Fig. 1: placement by cell class
(3 px per um) Fill, decap, tap and diode cells in gray.
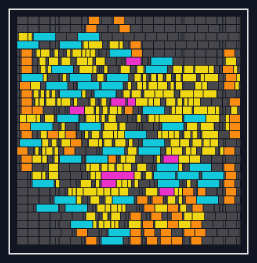
Fig. 2: placed standard cells
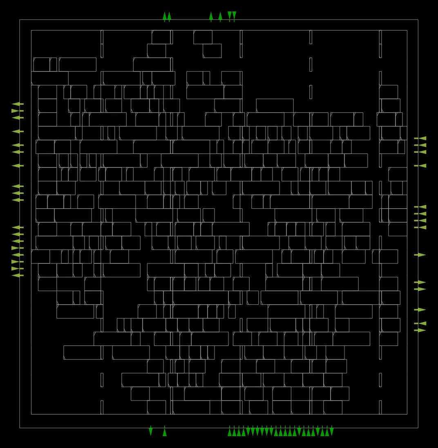
==> src/rtl/generation_scheduler_pkg.sv <==
// Shared types and sizing for the Life generation scheduler.
package generation_scheduler_pkg;

    localparam int unsigned WIDTH_PIXELS    = 6;
    localparam int unsigned HEIGHT_PIXELS   = 6;
    localparam int unsigned SWEEP_CYCLES    = WIDTH_PIXELS * HEIGHT_PIXELS;
    localparam int unsigned SWEEP_CNT_WIDTH = 6;
    localparam int unsigned RD_ADDR_WIDTH   = 6;
    localparam int unsigned RATE_WIDTH      = 8;
    localparam int unsigned GEN_WIDTH       = 16;

    typedef enum logic [2:0] {
        ST_IDLE  = 3'd0,
        ST_ARM   = 3'd1,
        ST_SWEEP = 3'd2,
        ST_SWAP  = 3'd3,
        ST_PACE  = 3'd4
    } state_t;

    typedef enum logic [1:0] {
        OP_GEN   = 2'd0,
        OP_STEP  = 2'd1,
        OP_CLEAR = 2'd2
    } op_t;

    typedef struct packed {
        logic                     req;
        logic [RD_ADDR_WIDTH-1:0] addr;
    } rd_req_t;

    // A programmed rate of zero still paces one vsync per generation.
    function automatic logic [RATE_WIDTH:0] effective_rate(input logic [RATE_WIDTH-1:0] rate);
        return (rate == '0) ? (RATE_WIDTH+1)'(1) : (RATE_WIDTH+1)'(rate);
    endfunction

endpackage

==> src/rtl/generation_scheduler_if.sv <==
// Displayed-buffer read port shared by scanout, host readback and the memory.
interface generation_scheduler_if;
    import generation_scheduler_pkg::*;

    logic                     disp_rd_req;
    logic [RD_ADDR_WIDTH-1:0] disp_rd_addr;
    logic                     host_rd_req;
    logic [RD_ADDR_WIDTH-1:0] host_rd_addr;
    logic                     host_rd_gnt;
    logic                     mem_rd_en;
    logic [RD_ADDR_WIDTH-1:0] mem_rd_addr;
    logic                     disp_rd_valid;
    logic                     host_rd_valid;

    modport master (
        output disp_rd_req, disp_rd_addr, host_rd_req, host_rd_addr,
        input  host_rd_gnt, mem_rd_en, mem_rd_addr, disp_rd_valid, host_rd_valid
    );

    modport slave (
        input  disp_rd_req, disp_rd_addr, host_rd_req, host_rd_addr,
        output host_rd_gnt, mem_rd_en, mem_rd_addr, disp_rd_valid, host_rd_valid
    );

endinterface

==> src/rtl/generation_scheduler_read_port_arbiter.sv <==
// Fixed-priority (scanout over host) arbiter for the displayed-buffer read port.
module generation_scheduler_read_port_arbiter
    import generation_scheduler_pkg::*;
(
    input  logic                  clk,
    input  logic                  resetn,
    input  logic                  stall,
    generation_scheduler_if.slave rd
);

    rd_req_t disp;
    rd_req_t host;
    logic    disp_gnt;
    logic    host_gnt;

    assign disp = {rd.disp_rd_req, rd.disp_rd_addr};
    assign host = {rd.host_rd_req, rd.host_rd_addr};

    assign disp_gnt = disp.req && !stall;
    assign host_gnt = host.req && !disp.req && !stall;

    assign rd.host_rd_gnt = host_gnt;
    assign rd.mem_rd_en   = disp_gnt || host_gnt;
    assign rd.mem_rd_addr = disp.req ? disp.addr : host.addr;

    // Memory returns data one cycle after the grant.
    always_ff @(posedge clk) begin
        if (!resetn) begin
            rd.disp_rd_valid <= 1'b0;
            rd.host_rd_valid <= 1'b0;
        end else begin
            rd.disp_rd_valid <= disp_gnt;
            rd.host_rd_valid <= host_gnt;
        end
    end

endmodule

==> src/rtl/generation_scheduler.sv <==
// Sequences Life engine sweeps, buffer swaps and vsync pacing; arbitrates buffer reads.
module generation_scheduler
    import generation_scheduler_pkg::*;
(
    input  logic                  clk,
    input  logic                  resetn,
    input  logic                  cmd_run,
    input  logic                  cmd_step,
    input  logic                  cmd_stop,
    input  logic                  cmd_clear,
    input  logic [RATE_WIDTH-1:0] gen_rate,
    input  logic                  vsync,
    output logic                  engine_resetn,
    output logic                  engine_enable,
    output logic                  engine_clear,
    input  logic                  engine_done,
    output logic                  display_buffer,
    output logic                  running,
    output logic                  busy,
    output logic [GEN_WIDTH-1:0]  gen_count,
    output logic                  sweep_error,
    generation_scheduler_if.slave rd
);

    state_t                     state;
    state_t                     state_nxt;
    op_t                        op;
    op_t                        op_nxt;
    logic                       stop_pending;
    logic                       stop_pending_nxt;
    logic                       running_nxt;
    logic                       buffer_nxt;
    logic                       error_nxt;
    logic [SWEEP_CNT_WIDTH-1:0] sweep_cnt;
    logic [SWEEP_CNT_WIDTH-1:0] sweep_cnt_nxt;
    logic [RATE_WIDTH-1:0]      vsync_cnt;
    logic [RATE_WIDTH-1:0]      vsync_cnt_nxt;
    logic [RATE_WIDTH:0]        vsync_seen;
    logic [GEN_WIDTH-1:0]       gen_nxt;
    logic                       sweep_last;
    logic                       rd_stall;

    assign sweep_last = (sweep_cnt == SWEEP_CNT_WIDTH'(SWEEP_CYCLES - 1));
    assign vsync_seen = (RATE_WIDTH+1)'(vsync_cnt) + (RATE_WIDTH+1)'(1);
    // The displayed buffer flips at the end of SWAP, so no read is granted then.
    assign rd_stall   = (state == ST_SWAP) || !resetn;

    always_ff @(posedge clk) begin
        if (!resetn) begin
            state <= ST_IDLE;
        end else begin
            state <= state_nxt;
        end
    end

    always_comb begin
        state_nxt        = state;
        op_nxt           = op;
        stop_pending_nxt = stop_pending;
        running_nxt      = running;
        sweep_cnt_nxt    = sweep_cnt;
        vsync_cnt_nxt    = vsync_cnt;
        buffer_nxt       = display_buffer;
        gen_nxt          = gen_count;
        error_nxt        = sweep_error;

        unique case (state)
            ST_IDLE: begin
                if (!cmd_stop) begin
                    if (cmd_clear) begin
                        op_nxt    = OP_CLEAR;
                        state_nxt = ST_ARM;
                    end else if (cmd_step) begin
                        op_nxt    = OP_STEP;
                        state_nxt = ST_ARM;
                    end else if (cmd_run) begin
                        op_nxt      = OP_GEN;
                        running_nxt = 1'b1;
                        state_nxt   = ST_ARM;
                    end
                end
            end
            ST_ARM: begin
                sweep_cnt_nxt = '0;
                state_nxt     = ST_SWEEP;
            end
            ST_SWEEP: begin
                if (engine_done != sweep_last) begin
                    error_nxt = 1'b1;
                end
                if (sweep_last) begin
                    state_nxt = ST_SWAP;
                end else begin
                    sweep_cnt_nxt = sweep_cnt + SWEEP_CNT_WIDTH'(1);
                end
            end
            ST_SWAP: begin
                buffer_nxt    = !display_buffer;
                vsync_cnt_nxt = '0;
                if (op != OP_CLEAR) begin
                    gen_nxt = gen_count + GEN_WIDTH'(1);
                end
                if (stop_pending || cmd_stop || (op != OP_GEN)) begin
                    running_nxt = 1'b0;
                    state_nxt   = ST_IDLE;
                end else begin
                    state_nxt = ST_PACE;
                end
            end
            ST_PACE: begin
                if (cmd_stop) begin
                    state_nxt = ST_IDLE;
                end else if (vsync) begin
                    if (vsync_seen >= effective_rate(gen_rate)) begin
                        state_nxt = ST_ARM;
                    end else begin
                        vsync_cnt_nxt = RATE_WIDTH'(vsync_seen);
                    end
                end
            end
            default: begin
                state_nxt = ST_IDLE;
            end
        endcase

        // A stop never aborts a sweep; it only ends free-run after the next swap.
        if (cmd_stop && (state != ST_IDLE)) begin
            running_nxt      = 1'b0;
            stop_pending_nxt = 1'b1;
        end
        if (state_nxt == ST_IDLE) begin
            stop_pending_nxt = 1'b0;
        end
    end

    always_ff @(posedge clk) begin
        if (!resetn) begin
            op             <= OP_GEN;
            stop_pending   <= 1'b0;
            sweep_cnt      <= '0;
            vsync_cnt      <= '0;
            engine_resetn  <= 1'b0;
            engine_enable  <= 1'b0;
            engine_clear   <= 1'b0;
            display_buffer <= 1'b0;
            running        <= 1'b0;
            busy           <= 1'b0;
            gen_count      <= '0;
            sweep_error    <= 1'b0;
        end else begin
            op             <= op_nxt;
            stop_pending   <= stop_pending_nxt;
            sweep_cnt      <= sweep_cnt_nxt;
            vsync_cnt      <= vsync_cnt_nxt;
            engine_resetn  <= (state_nxt != ST_ARM);
            engine_enable  <= (state_nxt == ST_SWEEP);
            engine_clear   <= (state_nxt == ST_SWEEP) && (op_nxt == OP_CLEAR);
            display_buffer <= buffer_nxt;
            running        <= running_nxt;
            busy           <= (state_nxt != ST_IDLE);
            gen_count      <= gen_nxt;
            sweep_error    <= error_nxt;
        end
    end

    generation_scheduler_read_port_arbiter u_arbiter (
        .clk    (clk),
        .resetn (resetn),
        .stall  (rd_stall),
        .rd     (rd)
    );

endmodule

==> src/flat_wrapper.sv <==
// flat-port wrapper written by rule: the top's interface ports become plain ports
module generation_scheduler_flat import generation_scheduler_pkg::*;
  (clk, resetn, cmd_run, cmd_step, cmd_stop, cmd_clear, gen_rate, vsync, engine_resetn, engine_enable, engine_clear, engine_done, display_buffer, running, busy, gen_count, sweep_error, rd_disp_rd_req, rd_disp_rd_addr, rd_host_rd_req, rd_host_rd_addr, rd_host_rd_gnt, rd_mem_rd_en, rd_mem_rd_addr, rd_disp_rd_valid, rd_host_rd_valid);
  generation_scheduler_if rd_i ();
  input  logic clk;
  input  logic resetn;
  input  logic cmd_run;
  input  logic cmd_step;
  input  logic cmd_stop;
  input  logic cmd_clear;
  input  logic [RATE_WIDTH-1:0] gen_rate;
  input  logic vsync;
  output logic engine_resetn;
  output logic engine_enable;
  output logic engine_clear;
  input  logic engine_done;
  output logic display_buffer;
  output logic running;
  output logic busy;
  output logic [GEN_WIDTH-1:0] gen_count;
  output logic sweep_error;
  input wire logic [$bits(rd_i.disp_rd_req)-1:0] rd_disp_rd_req;
  input wire logic [$bits(rd_i.disp_rd_addr)-1:0] rd_disp_rd_addr;
  input wire logic [$bits(rd_i.host_rd_req)-1:0] rd_host_rd_req;
  input wire logic [$bits(rd_i.host_rd_addr)-1:0] rd_host_rd_addr;
  output wire logic [$bits(rd_i.host_rd_gnt)-1:0] rd_host_rd_gnt;
  output wire logic [$bits(rd_i.mem_rd_en)-1:0] rd_mem_rd_en;
  output wire logic [$bits(rd_i.mem_rd_addr)-1:0] rd_mem_rd_addr;
  output wire logic [$bits(rd_i.disp_rd_valid)-1:0] rd_disp_rd_valid;
  output wire logic [$bits(rd_i.host_rd_valid)-1:0] rd_host_rd_valid;
  assign rd_i.disp_rd_req = rd_disp_rd_req;
  assign rd_i.disp_rd_addr = rd_disp_rd_addr;
  assign rd_i.host_rd_req = rd_host_rd_req;
  assign rd_i.host_rd_addr = rd_host_rd_addr;
  assign rd_host_rd_gnt = rd_i.host_rd_gnt;
  assign rd_mem_rd_en = rd_i.mem_rd_en;
  assign rd_mem_rd_addr = rd_i.mem_rd_addr;
  assign rd_disp_rd_valid = rd_i.disp_rd_valid;
  assign rd_host_rd_valid = rd_i.host_rd_valid;
  generation_scheduler u_core (.clk(clk), .resetn(resetn), .cmd_run(cmd_run), .cmd_step(cmd_step), .cmd_stop(cmd_stop), .cmd_clear(cmd_clear), .gen_rate(gen_rate), .vsync(vsync), .engine_resetn(engine_resetn), .engine_enable(engine_enable), .engine_clear(engine_clear), .engine_done(engine_done), .display_buffer(display_buffer), .running(running), .busy(busy), .gen_count(gen_count), .sweep_error(sweep_error), .rd(rd_i));
endmodule
==> config.mk <==
export PLATFORM = sky130hd
export DESIGN_NAME = generation_scheduler_flat
export DESIGN_NICKNAME = d
export VERILOG_FILES = /design/src/rtl/generation_scheduler_pkg.sv /design/src/rtl/generation_scheduler_if.sv /design/src/rtl/generation_scheduler_read_port_arbiter.sv /design/src/rtl/generation_scheduler.sv /design/src/flat_wrapper.sv
export SDC_FILE = /design/constraint.sdc
export NUM_CORES = 1
export LEC_CHECK = 0
export CAP_MARGIN = 25
export CORE_AREA = 2 2 77 79
export DETAILED_ROUTE_END_ITERATION = 8
export DIE_AREA = 0 0 79 81
export PLACE_DENSITY = 0.76
export SYNTH_ARGS = -nofsm -noshare
export SYNTH_HDL_FRONTEND = slang
export SYNTH_SLANG_ARGS = --single-unit
==> constraint.sdc <==
create_clock -name clk -period 4.15 [get_ports clk]
set_input_delay 0.83 -clock clk [delete_from_list [all_inputs] [get_ports clk]]
set_output_delay 0.83 -clock clk [all_outputs]
set_load 0.005 [all_outputs]
==> results_dict.tcl <==
# flow metrics
set metrics [dict create \
    cts_max_path_buffers 2 \
    place_hpwl_um 4240 \
    p_sw_uw 204 \
    path_max_fanout 10 \
    flop_cell "dfxtp_1" \
    clockPowerShare_pct 38.1 \
    fin_worst_skew_ns 0.00555 \
    synthMuxAreaShare_pct 5.23 \
    synthCells 281 \
    die_w_um 79 \
    setup_violations 0 \
    ys_types 54 \
    hold_viol 0 \
    yosysWarningCount 0 \
    ys_seq_share_pct 36.9 \
    dieArea_um2 6400 \
    layout-drive-gt1-share_pct 7.31 \
    grt_max_degree 27 \
    ys_ff 45 \
    wl_met3_um 327 \
    cp-end-kind "primary output" \
    final_nets 382 \
    wl_um 5640 \
    synth_dominant_cell_count "dfxtp_1" \
    arrival_ns 2.37 \
    ir_drop_v 0.000151 \
    dr.pass1.iters 4 \
    cp-start-kind "input pin" \
    track_usage_pct 17.8 \
    max_cap_violations 0 \
    hold_class "reg -> reg" \
    status "complete, no violations" \
    fin_ws_ns 0.952 \
]
-- Fig. 1 (at the start) --
Yellow stands for combinational and other logic, cells 224, share of their area 47%. Magenta stands for clock drivers and dummy loads, cells 8, share of their area 3.8%. Cyan stands for sequential cells, cells 45, share of their area 29%. Orange stands for remaining buffers and delay cells, cells 65, share of their area 20%.
design area: 3240 um2
placement row count: 28

-- Fig. 2 (at the start) --
Util after Layout: 57.1%
Final Non-Filler Cells: 417
Seq/total area: 27.8%

-- final cells by class --
cell class	count	area (um2)	area share [%]
Inverter	13	48.8	1.51
Sequential cell	45	901	27.8
Clock inverter	2	37.5	1.16
Multi-Input combinational cell	211	1430	44.2
Clock buffer	6	82.6	2.55
Tap cell	75	93.8	2.90
Timing Repair Buffer	65	643	19.9
-- worst max-delay path, delay by kind of cell --
family | cells | cell delay, ns
buf+inv | 2 | 1.16
mux | 1 | 0.38
-- worst paths after layout --
path	depth (start not counted)	startpoint	slack, ns	endpoint
worst max-delay path	3	rd_disp_rd_req	0.95	rd_mem_rd_addr[3]
worst min-delay path	2	u_core.sweep_error	0.48	u_core.sweep_error
worst max register to register	10	u_core.vsync_cnt[0]	1.08	u_core.vsync_cnt[4]
worst min register to register	2	u_core.sweep_error	0.48	u_core.sweep_error
-- power groups by stage --
stage          logic, mW  clock network, mW  registers [mW]
2_1_floorplan     0.0553                  0           0.454
3_3_place_gp       0.111                  0           0.458
3_5_place_dp       0.113                  0           0.458
4_1_cts            0.114              0.352           0.448
5_1_grt            0.123              0.369           0.449
6_report           0.113              0.345           0.448
-- metal layers --
metal / up-vias / GRT usage (%)
met5: - / 0
li1: 1118 / -
met4: 0 / 4.83
met1: 1015 / 22.4
met2: 69 / 30.5
met3: 8 / 4.44
-- sequential cells by signal (all words and copies together) (netlist names), 2 cells and up --
name / count
u_core.vsync_cnt: 8
u_core.gen_count: 16
u_core.state: 3
u_core.sweep_cnt: 6
u_core.op: 2
-- cell families after synthesis --
group / Yosys count
simple gates: 118
flops: 45
compound gates: 44
xor+xnor: 26
buf+inv: 25
mux: 12
fa+ha+maj: 11
-- cells in the final DEF (no fill, tap or decap), types with 3 or more instances in the layout --
| cell type | synthesis | routed |
|---|---|---|
| nand2_1 | 22 | 22 |
| nor2_1 | 34 | 34 |
| nand3_1 | 16 | 16 |
| or3_1 | 3 | 3 |
| o31ai_1 | 3 | 3 |
| mux2i_1 | 6 | 6 |
| nor2b_1 | 4 | 4 |
| xnor2_1 | 9 | 9 |
| nand2b_1 | 4 | 4 |
| clkdlybuf4s50_1 | 0 | 62 |
| buf_4 | 1 | 3 |
| xor2_1 | 17 | 17 |
| inv_1 | 11 | 11 |
| and4_1 | 4 | 4 |
| nand4_1 | 7 | 7 |
| clkbuf_8 | 0 | 6 |
| ha_1 | 11 | 11 |
| a21oi_1 | 9 | 9 |
| dfxtp_1 | 45 | 45 |
| o21ai_0 | 8 | 8 |
| a21o_1 | 3 | 3 |
| mux2_2 | 6 | 6 |
| and3_1 | 10 | 10 |
-- stage by stage --
step,area [um2],instances
finish,3240,417
global route,3240,417
CTS,3240,417
detailed placement,3120,409
global placement,3120,409
floorplan,2440,281
Power figures rest on the tool's default switching activity, not on a simulated workload.
